## src/rtl/ex_mem_stage.sv

```systemverilog
// ex_mem_stage: EX/MEM pipeline register and control stage, directly
// downstream of the alu block.
//   - Captures the alu results (R/zero) and EX-stage control, then hands the
//     beat to the memory stage over a valid/ready handshake.
//   - A taken branch produces a one-cycle redirect pulse. Its write controls
//     are cleared so the branch itself has no side effects in MEM.
//   - A signed overflow on a register-writing beat (with traps enabled) drops
//     the beat, pulses flush, raises exc_valid/exc_pc and holds until exc_ack.
//   - ovf_count is a saturating count of accepted beats that overflowed.
//
// Ports:
//   clk, reset (async, active-low)
//   ex_valid/ex_ready + alu_r/alu_zero/alu_ovf/alu_branch + ex_* : EX side
//   mem_valid/mem_ready + mem_*                                   : MEM side
//   redirect_valid/redirect_pc : branch redirect pulse and target
//   flush                      : front-end flush pulse on trap
//   exc_valid/exc_pc/exc_ack   : overflow exception handshake
//   ovf_count                  : saturating overflow counter
//
// state | meaning
// RUN   | normal flow, beats accepted when the MEM slot can take them
// TRAP  | overflow exception pending; EX blocked until exc_ack
module ex_mem_stage #(
  parameter int WIDTH = 32,
  parameter int RD_W  = 5,
  parameter int CNT_W = 8
) (
  input  logic             clk,
  input  logic             reset,
  input  logic             ex_valid,
  output logic             ex_ready,
  input  logic [WIDTH-1:0] alu_r,
  input  logic             alu_zero,
  input  logic             alu_ovf,
  input  logic             alu_branch,
  input  logic [WIDTH-1:0] ex_pc,
  input  logic [WIDTH-1:0] ex_br_target,
  input  logic [WIDTH-1:0] ex_store_data,
  input  logic [RD_W-1:0]  ex_rd,
  input  logic             ex_regwrite,
  input  logic             ex_memread,
  input  logic             ex_memwrite,
  input  logic             ovf_trap_en,
  output logic             mem_valid,
  input  logic             mem_ready,
  output logic [WIDTH-1:0] mem_alu_r,
  output logic             mem_zero,
  output logic [WIDTH-1:0] mem_store_data,
  output logic [RD_W-1:0]  mem_rd,
  output logic             mem_regwrite,
  output logic             mem_memread,
  output logic             mem_memwrite,
  output logic             redirect_valid,
  output logic [WIDTH-1:0] redirect_pc,
  output logic             flush,
  output logic             exc_valid,
  output logic [WIDTH-1:0] exc_pc,
  input  logic             exc_ack,
  output logic [CNT_W-1:0] ovf_count
);

  typedef enum logic {ST_RUN = 1'b0, ST_TRAP = 1'b1} state_t;

  state_t           state_q, state_d;
  logic             mem_valid_q, mem_valid_d;
  logic [WIDTH-1:0] mem_alu_r_q, mem_alu_r_d;
  logic             mem_zero_q, mem_zero_d;
  logic [WIDTH-1:0] mem_store_data_q, mem_store_data_d;
  logic [RD_W-1:0]  mem_rd_q, mem_rd_d;
  logic             mem_regwrite_q, mem_regwrite_d;
  logic             mem_memread_q, mem_memread_d;
  logic             mem_memwrite_q, mem_memwrite_d;
  logic             redirect_valid_q, redirect_valid_d;
  logic [WIDTH-1:0] redirect_pc_q, redirect_pc_d;
  logic             flush_q, flush_d;
  logic             exc_valid_q, exc_valid_d;
  logic [WIDTH-1:0] exc_pc_q, exc_pc_d;
  logic [CNT_W-1:0] ovf_count_q, ovf_count_d;

  logic accept;
  logic trap;
  logic load;

  assign ex_ready = (state_q == ST_RUN) && (!mem_valid_q || mem_ready);
  assign accept   = ex_valid && ex_ready;
  assign trap     = accept && alu_ovf && ovf_trap_en && ex_regwrite;
  assign load     = accept && !trap;

  always_comb begin
    state_d          = state_q;
    mem_alu_r_d      = mem_alu_r_q;
    mem_zero_d       = mem_zero_q;
    mem_store_data_d = mem_store_data_q;
    mem_rd_d         = mem_rd_q;
    mem_regwrite_d   = mem_regwrite_q;
    mem_memread_d    = mem_memread_q;
    mem_memwrite_d   = mem_memwrite_q;
    redirect_pc_d    = redirect_pc_q;
    exc_valid_d      = exc_valid_q;
    exc_pc_d         = exc_pc_q;
    ovf_count_d      = ovf_count_q;

    // A new load replaces a draining beat in the same cycle (no bubble).
    mem_valid_d      = load || (mem_valid_q && !mem_ready);
    redirect_valid_d = load && alu_branch;
    flush_d          = trap;

    if (load) begin
      mem_alu_r_d      = alu_r;
      mem_zero_d       = alu_zero;
      mem_store_data_d = ex_store_data;
      mem_rd_d         = ex_rd;
      mem_regwrite_d   = ex_regwrite && !alu_branch;
      mem_memread_d    = ex_memread  && !alu_branch;
      mem_memwrite_d   = ex_memwrite && !alu_branch;
      if (alu_branch) begin
        redirect_pc_d = ex_br_target;
      end
    end

    case (state_q)
      ST_RUN: begin
        if (trap) begin
          state_d     = ST_TRAP;
          exc_valid_d = 1'b1;
          exc_pc_d    = ex_pc;
        end
      end
      ST_TRAP: begin
        if (exc_ack) begin
          state_d     = ST_RUN;
          exc_valid_d = 1'b0;
        end
      end
      default: state_d = ST_RUN;
    endcase

    if (accept && alu_ovf && (ovf_count_q != {CNT_W{1'b1}})) begin
      ovf_count_d = ovf_count_q + CNT_W'(1);
    end
  end

  always_ff @(posedge clk or negedge reset) begin
    if (!reset) begin
      state_q          <= ST_RUN;
      mem_valid_q      <= 1'b0;
      mem_alu_r_q      <= '0;
      mem_zero_q       <= 1'b0;
      mem_store_data_q <= '0;
      mem_rd_q         <= '0;
      mem_regwrite_q   <= 1'b0;
      mem_memread_q    <= 1'b0;
      mem_memwrite_q   <= 1'b0;
      redirect_valid_q <= 1'b0;
      redirect_pc_q    <= '0;
      flush_q          <= 1'b0;
      exc_valid_q      <= 1'b0;
      exc_pc_q         <= '0;
      ovf_count_q      <= '0;
    end else begin
      state_q          <= state_d;
      mem_valid_q      <= mem_valid_d;
      mem_alu_r_q      <= mem_alu_r_d;
      mem_zero_q       <= mem_zero_d;
      mem_store_data_q <= mem_store_data_d;
      mem_rd_q         <= mem_rd_d;
      mem_regwrite_q   <= mem_regwrite_d;
      mem_memread_q    <= mem_memread_d;
      mem_memwrite_q   <= mem_memwrite_d;
      redirect_valid_q <= redirect_valid_d;
      redirect_pc_q    <= redirect_pc_d;
      flush_q          <= flush_d;
      exc_valid_q      <= exc_valid_d;
      exc_pc_q         <= exc_pc_d;
      ovf_count_q      <= ovf_count_d;
    end
  end

  assign mem_valid      = mem_valid_q;
  assign mem_alu_r      = mem_alu_r_q;
  assign mem_zero       = mem_zero_q;
  assign mem_store_data = mem_store_data_q;
  assign mem_rd         = mem_rd_q;
  assign mem_regwrite   = mem_regwrite_q;
  assign mem_memread    = mem_memread_q;
  assign mem_memwrite   = mem_memwrite_q;
  assign redirect_valid = redirect_valid_q;
  assign redirect_pc    = redirect_pc_q;
  assign flush          = flush_q;
  assign exc_valid      = exc_valid_q;
  assign exc_pc         = exc_pc_q;
  assign ovf_count      = ovf_count_q;

endmodule

```

## config.mk

```make
export PLATFORM = sky130hd
export DESIGN_NAME = ex_mem_stage
export DESIGN_NICKNAME = d
export VERILOG_FILES = /design/src/rtl/ex_mem_stage.sv
export SDC_FILE = /design/constraint.sdc
export NUM_CORES = 1
export LEC_CHECK = 0
export CORE_MARGIN = 3
export CORE_UTILIZATION = 40
export DETAILED_ROUTE_END_ITERATION = 16
export GPL_TIMING_DRIVEN = 0
export PLACE_DENSITY = 0.85
export SYNTH_ARGS = -nofsm -noshare
export SYNTH_HDL_FRONTEND = slang
export SYNTH_SLANG_ARGS = --single-unit
```

## constraint.sdc

```tcl
create_clock -name clk -period 1.7 [get_ports clk]
set_input_delay 0.425 -clock clk [delete_from_list [all_inputs] [get_ports clk]]
set_output_delay 0.425 -clock clk [all_outputs]
set_load 0.01 [all_outputs]
```

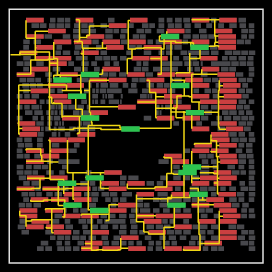
*Routed clock nets over the placement, run 1*
Drawn at 2 px/µm.
Key: green = clock drivers [count 17]; yellow = clock wires [length 1740 µm]; red = flip-flops [count 150]
Position of the flops: spread over the die. There are 18 routed clock nets.

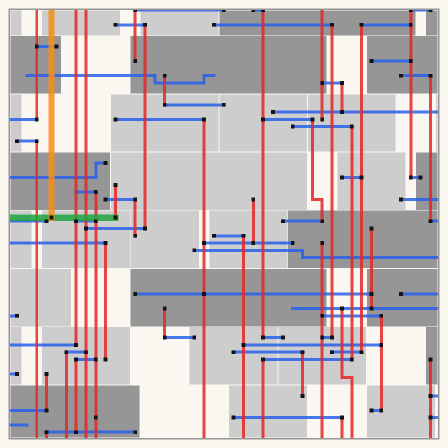
*Close-up of the layout, run 1*
Region (85, 22) to (105, 42) µm. Cells in gray, sequential cells in the stronger gray; small squares are vias.
Key: orange = metal 4; blue = metal 1; red = metal 2; green = metal 3
Netlist names of flops here include mem_alu_r (4), mem_store_data (1). Most frequent: mux2_1 (5), dfrtp_1 (5), dlygate4sd2_1 (3). 18 logic cells have their middle in the window. Sequential cells in the window: 5.

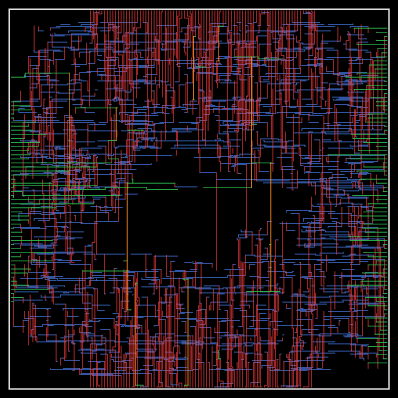
*Wiring by layer, run 1*
Drawn at 3 px/µm.
Key: blue = metal 1 [wire length 5860 µm]; green = metal 3 [wire length 1090 µm]; orange = metal 4 [wire length 280 µm]; red = metal 2 [wire length 8640 µm]

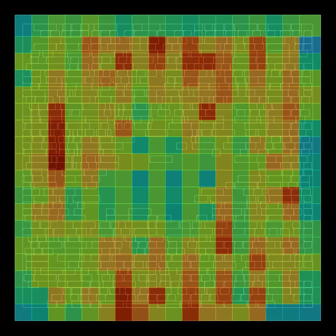
*Track usage over the die, run 1*
GR peak layer: met2
drt wl/cell: 18.4 µm
GRT met1 Usage: 0.229
met3 Use GR: 0.0589
Total GRT Usage: 0.203

==> impl_metrics.ini, run 1 <==
; yosys + openroad results
[status]
status = finished with violations
failed_checks = setup timing

[logic_synthesis]
yosysTopAreaCell = dfrtp_1
synthMuxAreaShare = 0.269
edf_count = 0
avgSynthCellArea_um2 = 16.3
synth_nets = 499
logic_family = multiplexers
yosys.area_share.aoi = 0.00932
ys_sh_simple = 0.0384
synthTopCellsByCount = dfrtp_1 (150), mux2_2 (90), mux2_1 (41), nand2_1 (13), buf_6 (7)
ys.flops = 150
synthCells = 353
yosys_cells = 353
synth_cell_types = 31
synth_seq_share = 0.650
most_common_cell = dfrtp_1
ys_top_cells_by_area = dfrtp_1 (65%), mux2_2 (18%), mux2_1 (8.0%)
yosysTopAreaCellShare = 0.650
synthesis.area_um2 = 5770
ys_area_um2 = 5770
synth_warnings = 0
adder_share = 0.00217

[drt]
wl_met3_mm = 1.09
vias = 4113
post-route-drc-count = 0
route.met2.wl_mm = 8.64
ant_nets = 0
top_layer_used = met4

[grt]
antenna_found_initial = 0
globalRouteOverflowTotal = 0
use_met2 = 0.370
grt_pass1_wl_mm = 25.3

[die]
fp.dieArea_um2 = 15900
nWellTaps = 180
ioPinCount = 295
fp_util = 0.413
die_w_um = 126
core_um2 = 14000

[cells_and_area]
nClkBuffers = 20
inverters = 3
num-nets-final = 817
stdcell_count = 864
final_area_um2 = 9520
dominant_cells = registers
mostFrequentLayoutCells = dlygate4sd2_1 (150), dfrtp_1 (149), clkdlybuf4s50_1 (141), mux2_2 (90), mux2_1 (41)
drive_above_1_share = 0.232
final_common_cell = dlygate4sd2_1
sh_comb_area = 0.200
layout.area.comb_um2 = 1910
sh_seq_area = 0.394
n_all_buffers = 314
syn_to_final_growth_pct = 65.0
final_core_util = 0.681
regArea_um2 = 3750

[placement]
pre_cts_slack_ns = -0.597
hpwl_mm = 12.0
gp_congestion = 0.813
postPlaceCellArea_um2 = 8970
dpl.cell_count = 828

[power_and_ir_drop]
internal_power_w = 0.00892
pwr-share-clk = 0.337
powerDensity_nw_per_um2 = 1280
power_top_consumer = sequential cells
power.share.combinational = 0.262
netSwitchingPower_w = 0.00327
seq_power_w = 0.00489
p_total_w = 0.0122
peakVddDrop_mv = 0.642

[setup_path]
rrSetupSlack_ns = 0.06
cp.arrival_ns = 1.99
crit_start = ex_valid
cp-end-kind = register
ff2ff_path_depth = 5
worstSetupEndpoint = exc_pc[13]
critical_path_class = in -> reg
reg2reg_from = state_q
cp_slowest_cell = clkdlybuf4s50_1
crit_buf_inv = 2
cpPeakStageDelay_ns = 0.46
crit_family = buffers and inverters
worstSetupStartpointType = input port
critPathRequiredTime_ns = 1.99

[clocking]
cts.path.max_buffers = 2
clkLatencyLatePin_ns = 0.41
clk_pin_slew_ns = 0.06
cts_tree = yes
cts_buffers = 17
cts_setup_buffers = 3
ctsHoldBuffers = 0
root_buffer = clkbuf_16
cts.sinks = 150

[timing]
worstMarginPinSlew_ns = 0.849
finalHoldViolations = 0
fin_ws_ns = -0.00301
tns_ns = -0.00301
period_needed_ns = 1.70
fin_skew_ns = 0.00442
period_used_share = 1.00
rsz0062_at_grt = yes
setup_viol = 1
drv_slew = 0

[worst_hold_path]
hp-class = in -> async

[run]
warnings = 28
cap_viol_max_count = 0
==> run 2, diff against run 1 <==
- SLEW_MARGIN: not set -> 10
==> run 2 against run 1 <==
  * The flow now finishes without violations
  * Register-to-register slack improved by 0.04 ns
  * Sequential power about the same
  * Setup slack improved by 0.037 ns
  * Maximum frequency increased by 2.2%
  * Critical path type unchanged
  * Largest cell class unchanged
  * Highest routed layer unchanged
==> impl_metrics.ini, run 2 <==
; yosys + openroad results
[placement]
postPlaceCellArea_um2 = 8970
gp_congestion = 0.813

[worst_hold_path]
hp-class = in -> async

[setup_path]
cp-end-kind = register
ff2ff_path_depth = 5
critical_path_class = in -> reg
critPathRequiredTime_ns = 1.99
worstSetupEndpoint = exc_pc[13]
crit_buf_inv = 2
rrSetupSlack_ns = 0.10

[status]
status = complete, no violations

[clocking]
cts_buffers = 17
cts.path.max_buffers = 2
cts.sinks = 150

[logic_synthesis]
ys_area_um2 = 5770
synth_warnings = 0
yosysTopAreaCellShare = 0.650
ys.flops = 150
synthCells = 353
synth_seq_share = 0.650
synthesis.area_um2 = 5770
synth_cell_types = 31
yosys_cells = 353
logic_family = multiplexers
synth_nets = 499
synthTopCellsByCount = dfrtp_1 (150), mux2_2 (90), mux2_1 (41), nand2_1 (13), buf_6 (7)

[timing]
worstMarginPinSlew_ns = 0.675
setup_viol = 0
drv_slew = 0
fin_skew_ns = 0.00370
fin_ws_ns = 0.0342
rsz0062_at_grt = yes

[grt]
grt_use_met3 = 0.0640
use_met2 = 0.358
antenna_found_initial = 0
grt_usage = 0.200
busiest_layer = met2
grt_pass1_wl_mm = 24.9

[power_and_ir_drop]
powerDensity_nw_per_um2 = 1280
pwr-share-clk = 0.336
power_top_consumer = sequential cells
peakVddDrop_mv = 0.874

[run]
warnings = 28
cap_viol_max_count = 0

[cells_and_area]
layout.area.comb_um2 = 1900
drive_above_1_share = 0.233
final_core_util = 0.681
sh_seq_area = 0.394
num-nets-final = 819
mostFrequentLayoutCells = dlygate4sd2_1 (151), dfrtp_1 (149), clkdlybuf4s50_1 (141), mux2_2 (90), mux2_1 (41)
syn_to_final_growth_pct = 65.2
regArea_um2 = 3750
n_all_buffers = 315

[die]
nWellTaps = 180
core_um2 = 14000
ioPinCount = 295
die_w_um = 126

[drt]
post-route-drc-count = 0
route.met2.wl_mm = 8.61
ant_nets = 0
vias = 4140
top_layer_used = met4
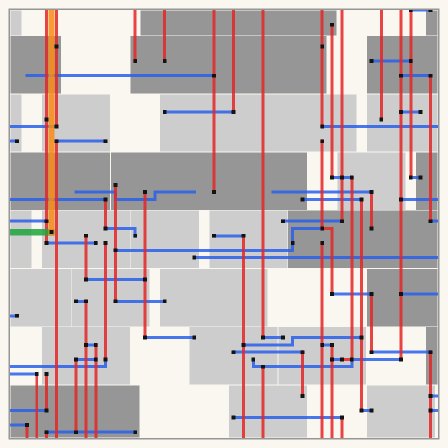
*Close-up of the layout, run 2*
Region (85, 22) to (105, 42) µm. Cells in gray, sequential cells in the stronger gray; small squares are vias.
Key: orange = metal 4; green = metal 3; blue = metal 1; red = metal 2
19 logic cells have their middle in the window. Sequential cells in the window: 5. Most frequent: dfrtp_1 (5), mux2_1 (4), dlygate4sd2_1 (4). Netlist names of flops here include mem_alu_r (4), mem_store_data (1).

No activity file was given, so power comes from the tool's default toggle rates.
